## src/rtl/cpu_mem_bridge.sv

```systemverilog
// Bridges the core's fetch and load/store channels onto one single-port SRAM.
// One access in flight; data requests take priority over instruction fetches.
module cpu_mem_bridge #(
  parameter int ADDR_WIDTH  = 14,
  parameter int MEM_LATENCY = 1
) (
  input  logic                  clk,
  input  logic                  rst,
  input  logic [31:0]           PC,
  input  logic                  Inst_Req_Valid,
  output logic                  Inst_Req_Ack,
  output logic [31:0]           Instruction,
  output logic                  Inst_Valid,
  input  logic                  Inst_Ack,
  input  logic [31:0]           Address,
  input  logic                  MemWrite,
  input  logic [31:0]           Write_data,
  input  logic [3:0]            Write_strb,
  input  logic                  MemRead,
  output logic                  Mem_Req_Ack,
  output logic [31:0]           Read_data,
  output logic                  Read_data_Valid,
  input  logic                  Read_data_Ack,
  output logic                  sram_en,
  output logic [3:0]            sram_wen,
  output logic [ADDR_WIDTH-1:0] sram_addr,
  output logic [31:0]           sram_wdata,
  input  logic [31:0]           sram_rdata
);

  typedef enum logic [1:0] {
    S_IDLE,
    S_ISSUE,
    S_WAIT,
    S_RESP
  } state_t;

  typedef enum logic [1:0] {
    K_WR,
    K_DRD,
    K_IRD
  } kind_t;

  localparam logic [3:0] LAT = 4'(MEM_LATENCY);

  state_t                state_q, state_d;
  kind_t                 kind_q, kind_d;
  logic [ADDR_WIDTH-1:0] addr_q, addr_d;
  logic [31:0]           wdata_q, wdata_d;
  logic [3:0]            strb_q, strb_d;
  logic [3:0]            cnt_q, cnt_d;
  logic [31:0]           inst_q, rdat_q;
  logic                  cap;

  logic unused_addr;
  assign unused_addr = ^{PC[31:ADDR_WIDTH+2], PC[1:0],
                         Address[31:ADDR_WIDTH+2], Address[1:0]};

  assign sram_addr   = addr_q;
  assign Instruction = inst_q;
  assign Read_data   = rdat_q;

  // Last wait cycle: SRAM output is valid now
  assign cap = (state_q == S_WAIT) && (cnt_q == 4'd1);

  always_comb begin
    state_d         = state_q;
    kind_d          = kind_q;
    addr_d          = addr_q;
    wdata_d         = wdata_q;
    strb_d          = strb_q;
    cnt_d           = cnt_q;
    Mem_Req_Ack     = 1'b0;
    Inst_Req_Ack    = 1'b0;
    sram_en         = 1'b0;
    sram_wen        = 4'd0;
    sram_wdata      = 32'd0;
    Inst_Valid      = 1'b0;
    Read_data_Valid = 1'b0;
    unique case (state_q)
      S_IDLE: begin
        if (!rst) begin
          if (MemWrite || MemRead) begin
            Mem_Req_Ack = 1'b1;
            addr_d      = Address[ADDR_WIDTH+1:2];
            wdata_d     = Write_data;
            strb_d      = Write_strb;
            kind_d      = MemWrite ? K_WR : K_DRD;
            state_d     = S_ISSUE;
          end else if (Inst_Req_Valid) begin
            Inst_Req_Ack = 1'b1;
            addr_d       = PC[ADDR_WIDTH+1:2];
            kind_d       = K_IRD;
            state_d      = S_ISSUE;
          end
        end
      end
      S_ISSUE: begin
        sram_en = 1'b1;
        if (kind_q == K_WR) begin
          sram_wen   = strb_q;
          sram_wdata = wdata_q;
          state_d    = S_IDLE;
        end else begin
          cnt_d   = LAT;
          state_d = S_WAIT;
        end
      end
      S_WAIT: begin
        cnt_d = cnt_q - 4'd1;
        if (cnt_q == 4'd1) state_d = S_RESP;
      end
      S_RESP: begin
        if (kind_q == K_IRD) begin
          Inst_Valid = 1'b1;
          if (Inst_Ack) state_d = S_IDLE;
        end else begin
          Read_data_Valid = 1'b1;
          if (Read_data_Ack) state_d = S_IDLE;
        end
      end
      default: state_d = S_IDLE;
    endcase
  end

  always_ff @(posedge clk) begin
    if (rst) begin
      state_q <= S_IDLE;
      kind_q  <= K_WR;
      addr_q  <= '0;
      wdata_q <= 32'd0;
      strb_q  <= 4'd0;
      cnt_q   <= 4'd0;
      inst_q  <= 32'd0;
      rdat_q  <= 32'd0;
    end else begin
      state_q <= state_d;
      kind_q  <= kind_d;
      addr_q  <= addr_d;
      wdata_q <= wdata_d;
      strb_q  <= strb_d;
      cnt_q   <= cnt_d;
      if (cap && kind_q == K_IRD) inst_q <= sram_rdata;
      if (cap && kind_q == K_DRD) rdat_q <= sram_rdata;
    end
  end

endmodule

```

## config.mk

```make
export PLATFORM = sky130hd
export DESIGN_NAME = cpu_mem_bridge
export DESIGN_NICKNAME = d
export VERILOG_FILES = /design/src/rtl/cpu_mem_bridge.sv
export SDC_FILE = /design/constraint.sdc
export NUM_CORES = 1
export LEC_CHECK = 0
export CORE_MARGIN = 2
export CORE_UTILIZATION = 35
export DETAILED_ROUTE_END_ITERATION = 8
export PLACE_DENSITY = 0.74
export SLEW_MARGIN = 20
export SYNTH_ARGS = -nofsm -noshare
export SYNTH_HDL_FRONTEND = slang
export SYNTH_SLANG_ARGS = --single-unit
```

## constraint.sdc

```tcl
create_clock -name clk -period 4.5 [get_ports clk]
set_clock_uncertainty 0.2 [all_clocks]
set_input_delay 0.45 -clock clk [delete_from_list [all_inputs] [get_ports clk]]
set_output_delay 0.45 -clock clk [all_outputs]
set_load 0.02 [all_outputs]
```

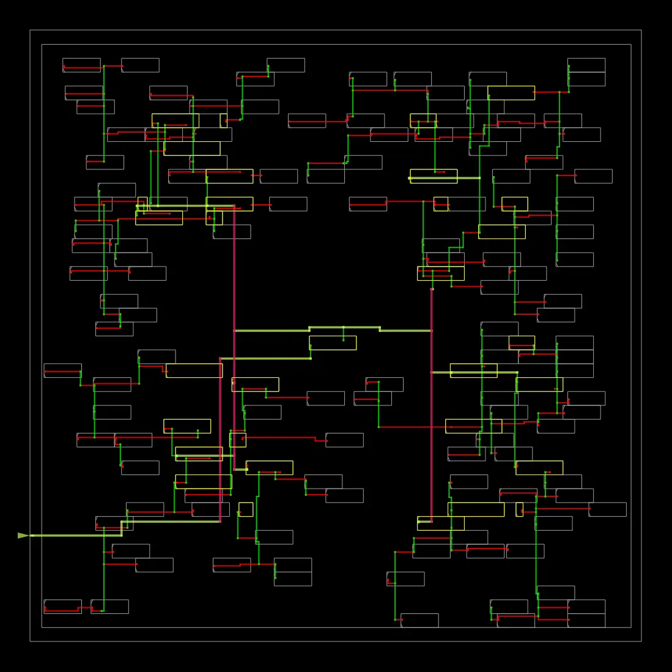
Run 1: clock wiring as the flow saved it
layout clock buffer count: 22
CTS Sinks: 122
P_clk: 0.00150 W

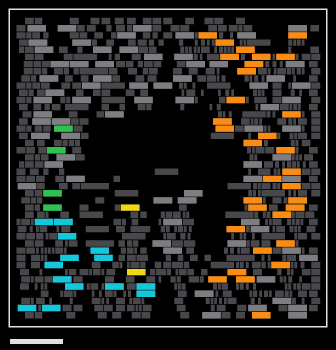
Run 1: register map, names as in the netlist
The bar under the picture is 20 um long. Other sequential cells in the stronger gray, the rest of the logic in the fainter gray.
| name in the netlist | color | sequential cells |
|---|---|---|
| Read_data | orange | 32 |
| kind_q | yellow | 2 |
| sram_addr | cyan | 14 |
| strb_q | green | 4 |
seq pwr: 0.00118 W
final core occ: 57.8%
Seq area share: 32.1%
Reg area: 2440 um^2

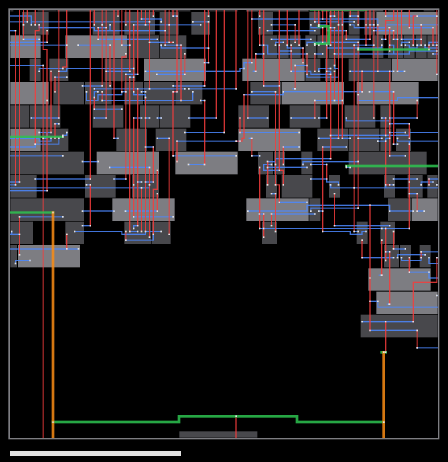
Run 1: close-up of the layout
The bar under the picture is 20 um long. Region (35, 59) to (85, 109) um. Cells in gray, sequential cells in the stronger gray; small squares are vias.
| layer | color |
|---|---|
| M2 | red |
| M4 | orange |
| M3 | green |
| M1 | blue |
netlist names of flops here include: wdata_q (7), Instruction (5), Read_data (4)
most frequent: nand2_1 (24), clkdlybuf4s50_1 (20), dfxtp_1 (16)
sequential cells in the window: 16
cells with their middle in the window: 94

==> qor.txt, run 1 <==
clock power share = 48.8%
Hold Fails Final Rpt = 0
count leader, synth = nand2_1
Non-clock buffers, area share = 29.9%
routed wl met2 = 6200 um
max_slew headroom = 37.0%
design area = 7620 um^2
Plain + repair buffers = 230
global-route layer with the greatest usage = met2
pin count of the biggest net entering global routing = 75
Num CTS Buffers = 17
nets = 889
Crit Path Max Fanout = 36
Buf+Inv Stages, Crit Path = 2
met1 usage = 22.3%
Logic family by area = simple AND/OR/NAND/NOR gates
Post-Place Cell Area = 6960 um^2
hold_sp = Instruction[11]
Post-route DRC = 0
H-tree levels = 4
post-cts resize count = 0
DIE HEIGHT = 120 um
post-synth top area cell = dfxtp_1
Switching Share = 22.7%
Final Instance Count excl. Fillers = 937
first-pass GRT wire length = 20900 um
ys cells = 541
Synth Cell Area = 4690 um^2
outcome = complete, no violations
Die X = 120 um
Top delay family on crit path = buffers and inverters
fin crit period = 3190 ps
Port-buffer cells = 221
HP Class = reg -> reg
Seq cells post-synth = 122
WL met3 = 1110 um
yosys simple share = 23.8%
Setup Viol. Count Final = 0
Area Growth Syn to Fin = 62.4%
area share, top type = 52.1%
Max Clock Freq = 0.313 GHz
YS warnings = 0
Comb area = 2010 um^2
Non-CTS inverters = 2
Pre-antenna DRT Iters = 4
routability-driven placement congestion ratio = 0.770
multi-input combinational cell count = 375
peak supply drop = 176 uV
Tot GR Track Use = 18.2%
hpwl dp = 9110 um
Crit Path Category = reg -> out
flop count = 122
tool warnings = 63
Worst setup EP type = output port
# hold bufs at CTS = 0
Cell Type Count = 36
Clock Root Buffer = clkbuf_16
core region area = 13200 um^2
mux share = 0.667%
[run 1: placed cells by master, fill, tap and decap left out, types with 2 or more instances in the layout]
cell	Yosys	final
a21oi_1	67	67
a22o_1	36	36
a311oi_1	15	15
and2_1	36	36
buf_4	6	9
bufinv_16	0	5
clkbuf_1	20	2
clkbuf_16	0	17
clkbuf_8	0	3
clkdlybuf4s50_1	0	220
clkinvlp_4	0	2
dfxtp_1	122	122
ha_1	2	2
inv_1	2	2
mux2i_1	2	2
nand2_1	159	159
nor2_1	24	24
nor2b_1	8	8
nor3_1	3	3
nor3b_2	2	2
nor4_1	2	2
[run 1: final timing paths]
check                          to  slack [ps]  cells after the start
setup / recovery   sram_wdata[18]        1310                      5
hold / removal    Instruction[11]         250                      2
setup reg to reg   Instruction[1]        2120                      5
hold reg to reg   Instruction[11]         250                      2
--- run 2 (diff from run 1) ---
--- a/config.mk
+++ b/config.mk
@@ -8,7 +8,7 @@
 export CORE_MARGIN = 2
 export CORE_UTILIZATION = 35
 export DETAILED_ROUTE_END_ITERATION = 8
-export PLACE_DENSITY = 0.74
+export PLACE_DENSITY = 0.77
 export SLEW_MARGIN = 20
 export SYNTH_ARGS = -nofsm -noshare
 export SYNTH_HDL_FRONTEND = slang
==> constraint.sdc (replaced) <==
create_clock -name clk -period 2.7 [get_ports clk]
set_clock_uncertainty 0.2 [all_clocks]
set_input_delay 0.27 -clock clk [delete_from_list [all_inputs] [get_ports clk]]
set_output_delay 0.27 -clock clk [all_outputs]
set_load 0.02 [all_outputs]
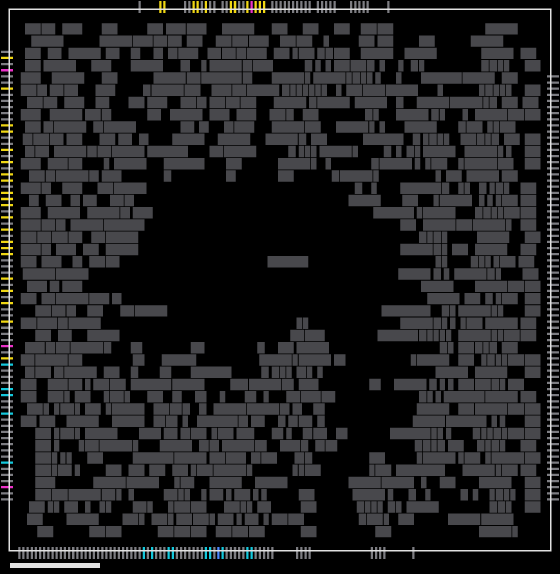
Run 2: ports around the boundary
The bar under the picture is 20 um long. Pins as bars across the die edge, other pins in gray.
| port | color | pins | direction | edge |
|---|---|---|---|---|
| sram_wdata | yellow | 32 | output | 21 west, 11 north |
| MemRead | blue | 1 | input | south |
| sram_addr | cyan | 14 | output | 9 south, 5 west |
| sram_wen | magenta | 4 | output | 3 west, 1 north |
all pins by edge: 74 west, 71 south, 70 east, 43 north
Port-buffer cells: 221
Die X: 120 um
DIE HEIGHT: 120 um

==> qor.txt, run 2 <==
area share, top type = 52.1% (unchanged)
# hold bufs at CTS = 0 (unchanged)
Area Growth Syn to Fin = 63.5% (was 62.4%)
WL met3 = 1180 um (was 1110 um)
Comb area = 2010 um^2 (about the same)
Reg area = 2440 um^2 (unchanged)
clock power share = 44.9% (was 48.8%)
path length in cells of the critical path = 4 (was 5)
Commonest Layout Cell = clkdlybuf4s50_1 (unchanged)
post-synth top area cell = dfxtp_1 (unchanged)
ys cells = 541 (unchanged)
Buf+Inv Stages, Crit Path = 2 (unchanged)
Final Instance Count excl. Fillers = 943 (was 937)
Seq cells post-synth = 122 (unchanged)
pin count of the biggest net entering global routing = 56 (was 75)
r2r worst-path depth = 6 (was 5)
core region area = 13200 um^2 (unchanged)
yosys simple share = 23.8% (unchanged)
Cell Type Count = 36 (unchanged)
hpwl dp = 9420 um (was 9110 um)
YS warnings = 0 (unchanged)
global-route layer with the greatest usage = met2 (unchanged)
routed wl met2 = 6330 um (was 6200 um)
Top delay family on crit path = buffers and inverters (unchanged)
count leader, synth = nand2_1 (unchanged)
Worst setup EP type = output port (unchanged)
Post-route DRC = 0 (unchanged)
Clock Root Buffer = clkbuf_16 (unchanged)
Hold Fails Final Rpt = 0 (unchanged)
Logic family by area = simple AND/OR/NAND/NOR gates (unchanged)
final core occ = 58.2% (was 57.8%)
outcome = complete, no violations (unchanged)
Worst R2R Setup Slack = 550 ps (was 2120 ps)
nets = 895 (was 889)
CTS Sinks = 122 (unchanged)
met1 usage = 21.7% (was 22.3%)
first-pass GRT wire length = 21200 um (was 20900 um)
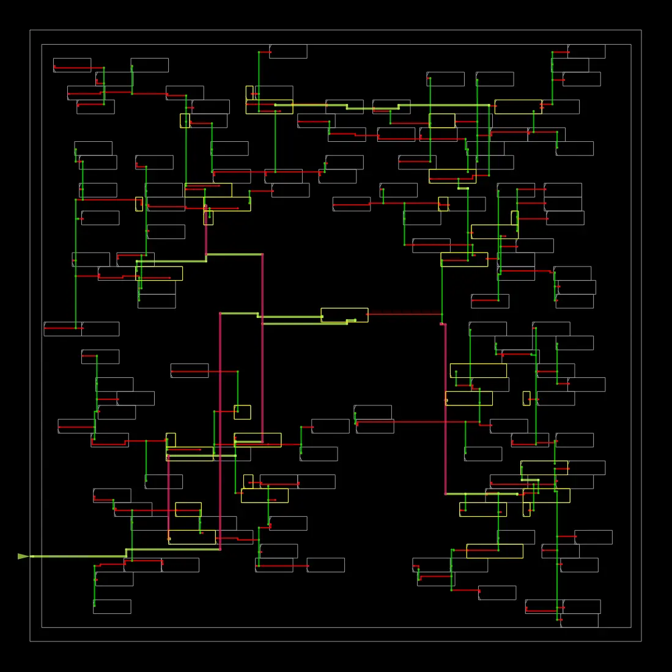
Run 2: clock wiring as the flow saved it
clk latency late pin: 400 ps
flop count: 122
P_clk: 0.00215 W
Num CTS Buffers: 17
layout clock buffer count: 24

[run 2: cell counts after synthesis]
Identical to the previous run, type by type.
[run 2: final timing paths]
path | to
worst max-delay path | Inst_Req_Ack
worst min-delay path | kind_q[0]
worst max register to register | Read_data[27]
worst min register to register | Read_data[10]
[run 2: area by class of cell]
type                       instances  area share [%]
multi-input combinational        375            26.2
tap                              176            2.87
clock buffer                      24            6.15
inverter                           2          0.0978
sequential                       122            31.8
timing repair buffer             236            31.6
clock inverter                     8            1.22
[run 2: what timing repair did]
| action | 4_1_cts | 5_1_grt |
|---|---|---|
| resized | 0 | 37 |
| endpoints found under the setup margin | 0 | 36 |
| hold endpoints to repair | 0 | 0 |
--- run 3 (diff from run 2) ---
--- a/config.mk
+++ b/config.mk
@@ -5,6 +5,7 @@
 export SDC_FILE = /design/constraint.sdc
 export NUM_CORES = 1
 export LEC_CHECK = 0
+export CORE_ASPECT_RATIO = 0.7
 export CORE_MARGIN = 2
 export CORE_UTILIZATION = 35
 export DETAILED_ROUTE_END_ITERATION = 8
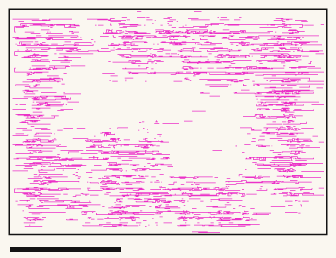
Run 3: signal wires on met1
The bar under the picture is 50 um long.
wire length on this layer: 6000 um
share of all routed wire: 43%
main direction: horizontal
vias post-DR: 4589
Post-Route WL: 13900 um
met1 usage: 22.1%

==> qor.txt, run 3 <==
outcome = complete, no violations (unchanged)
Tot GR Track Use = 18.7% (was 18.5%)
first-pass GRT wire length = 21500 um (was 21200 um)
Plain + repair buffers = 235 (was 236)
design area = 7650 um^2 (was 7670 um^2)
ys cells = 541 (unchanged)
yosys simple share = 23.8% (unchanged)
CTS Sinks = 122 (unchanged)
Max Clock Freq = 0.387 GHz (was 0.404 GHz)
Seq area share = 31.9% (was 31.8%)
seq pwr = 0.00195 W (about the same)
Num CTS Buffers = 17 (unchanged)
clock power share = 45.5% (was 44.9%)
Crit Path Category = reg -> out (unchanged)
r2r worst-path depth = 6 (unchanged)
hpwl dp = 9640 um (was 9420 um)
fin crit period = 2580 ps (was 2470 ps)
core region area = 13100 um^2 (was 13200 um^2)
mux share = 0.667% (unchanged)
Final Instance Count excl. Fillers = 931 (was 943)
Port-buffer cells = 221 (unchanged)
Worst setup EP type = output port (unchanged)
YS warnings = 0 (unchanged)
Top Layout Cells = clkdlybuf4s50_1, nand2_1, dfxtp_1 (unchanged)
Post-Place Cell Area = 6970 um^2 (was 7010 um^2)
final core occ = 58.2% (about the same)
WL met3 = 1330 um (was 1180 um)
multi-input combinational cell count = 375 (unchanged)
tool warnings = 63 (unchanged)
Switching Share = 24.9% (was 23.7%)
FF-to-FF End = Read_data[28] (was Read_data[27])
global-route layer with the greatest usage = met2 (unchanged)
Comb area = 2010 um^2 (unchanged)
count leader, synth = nand2_1 (unchanged)
Setup Viol. Count Final = 0 (unchanged)
Worst R2R Setup Slack = 570 ps (was 550 ps)
peak supply drop = 430 uV (was 349 uV)
HP Class = in -> reg (unchanged)
tap cells = 166 (was 176)
Pre-antenna DRT Iters = 4 (unchanged)
Post-route DRC = 0 (unchanged)
Non-clock buffers, area share = 31.3% (was 31.6%)
Area Growth Syn to Fin = 63.1% (was 63.5%)
Logic family by area = simple AND/OR/NAND/NOR gates (unchanged)
hold path cells = 3 (unchanged)
post-synth top area cell = dfxtp_1 (unchanged)
Top delay family on crit path = buffers and inverters (unchanged)
clk tree area frac = 7.65% (was 7.37%)
max_slew headroom = 41.5% (was 61.7%)
Reg area = 2440 um^2 (unchanged)
Syn Area/Cell = 8.67 um^2 (unchanged)
H-tree levels = 4 (unchanged)
Commonest Layout Cell = clkdlybuf4s50_1 (unchanged)
combinational share of cell area = 26.3% (was 26.2%)
Clock Root Buffer = clkbuf_16 (unchanged)
DIE HEIGHT = 101 um (was 120 um)
Synth Cell Area = 4690 um^2 (unchanged)
Seq cells post-synth = 122 (unchanged)
flop count = 122 (unchanged)
area share, top type = 52.1% (unchanged)
Non-CTS inverters = 2 (unchanged)
Crit Path Max Fanout = 36 (was 12)
Switch Pwr = 0.00120 W (was 0.00113 W)
Int Pwr = 0.00364 W (was 0.00366 W)
routed wl met2 = 6390 um (was 6330 um)
nets = 894 (was 895)
Buf+Inv Stages, Crit Path = 2 (unchanged)
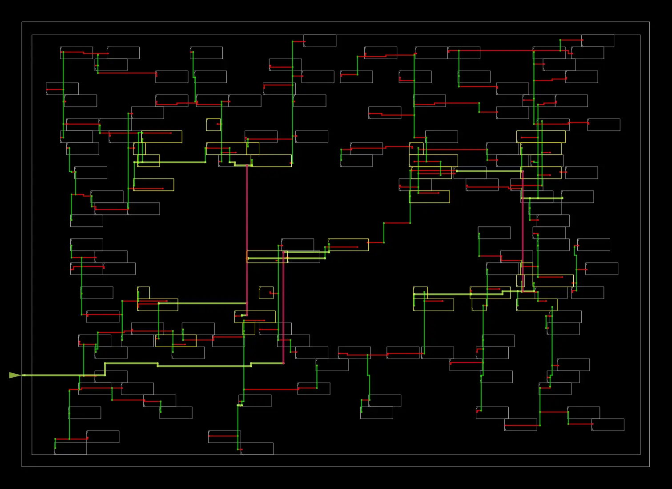
Run 3: clock wiring as the flow saved it
layout clock buffer count: 18
P_clk: 0.00221 W

run 3: cell counts after synthesis:
Identical to the previous run, type by type.
run 3: worst max-delay path by stage:
stage	slack, ps	cells past startpoint	to	startpoint
6_report	120	5	sram_wdata[14]	state_q[0]
5_1_grt	0.03	5	sram_wdata[14]	state_q[0]
4_1_cts	5	5	sram_wdata[8]	state_q[0]
3_5_place_dp	370	4	Inst_Req_Ack	MemRead
3_3_place_gp	390	4	Inst_Req_Ack	MemRead
2_1_floorplan	690	4	sram_wdata[0]	state_q[0]
run 3: timing repair:
item	4_1_cts	5_1_grt
setup endpoints to repair	0	36
hold endpoints to repair	1	0
hold buffers	1	0
gates resized	0	33
setup buffers	0	0
Power and IR drop assume default switching activity.
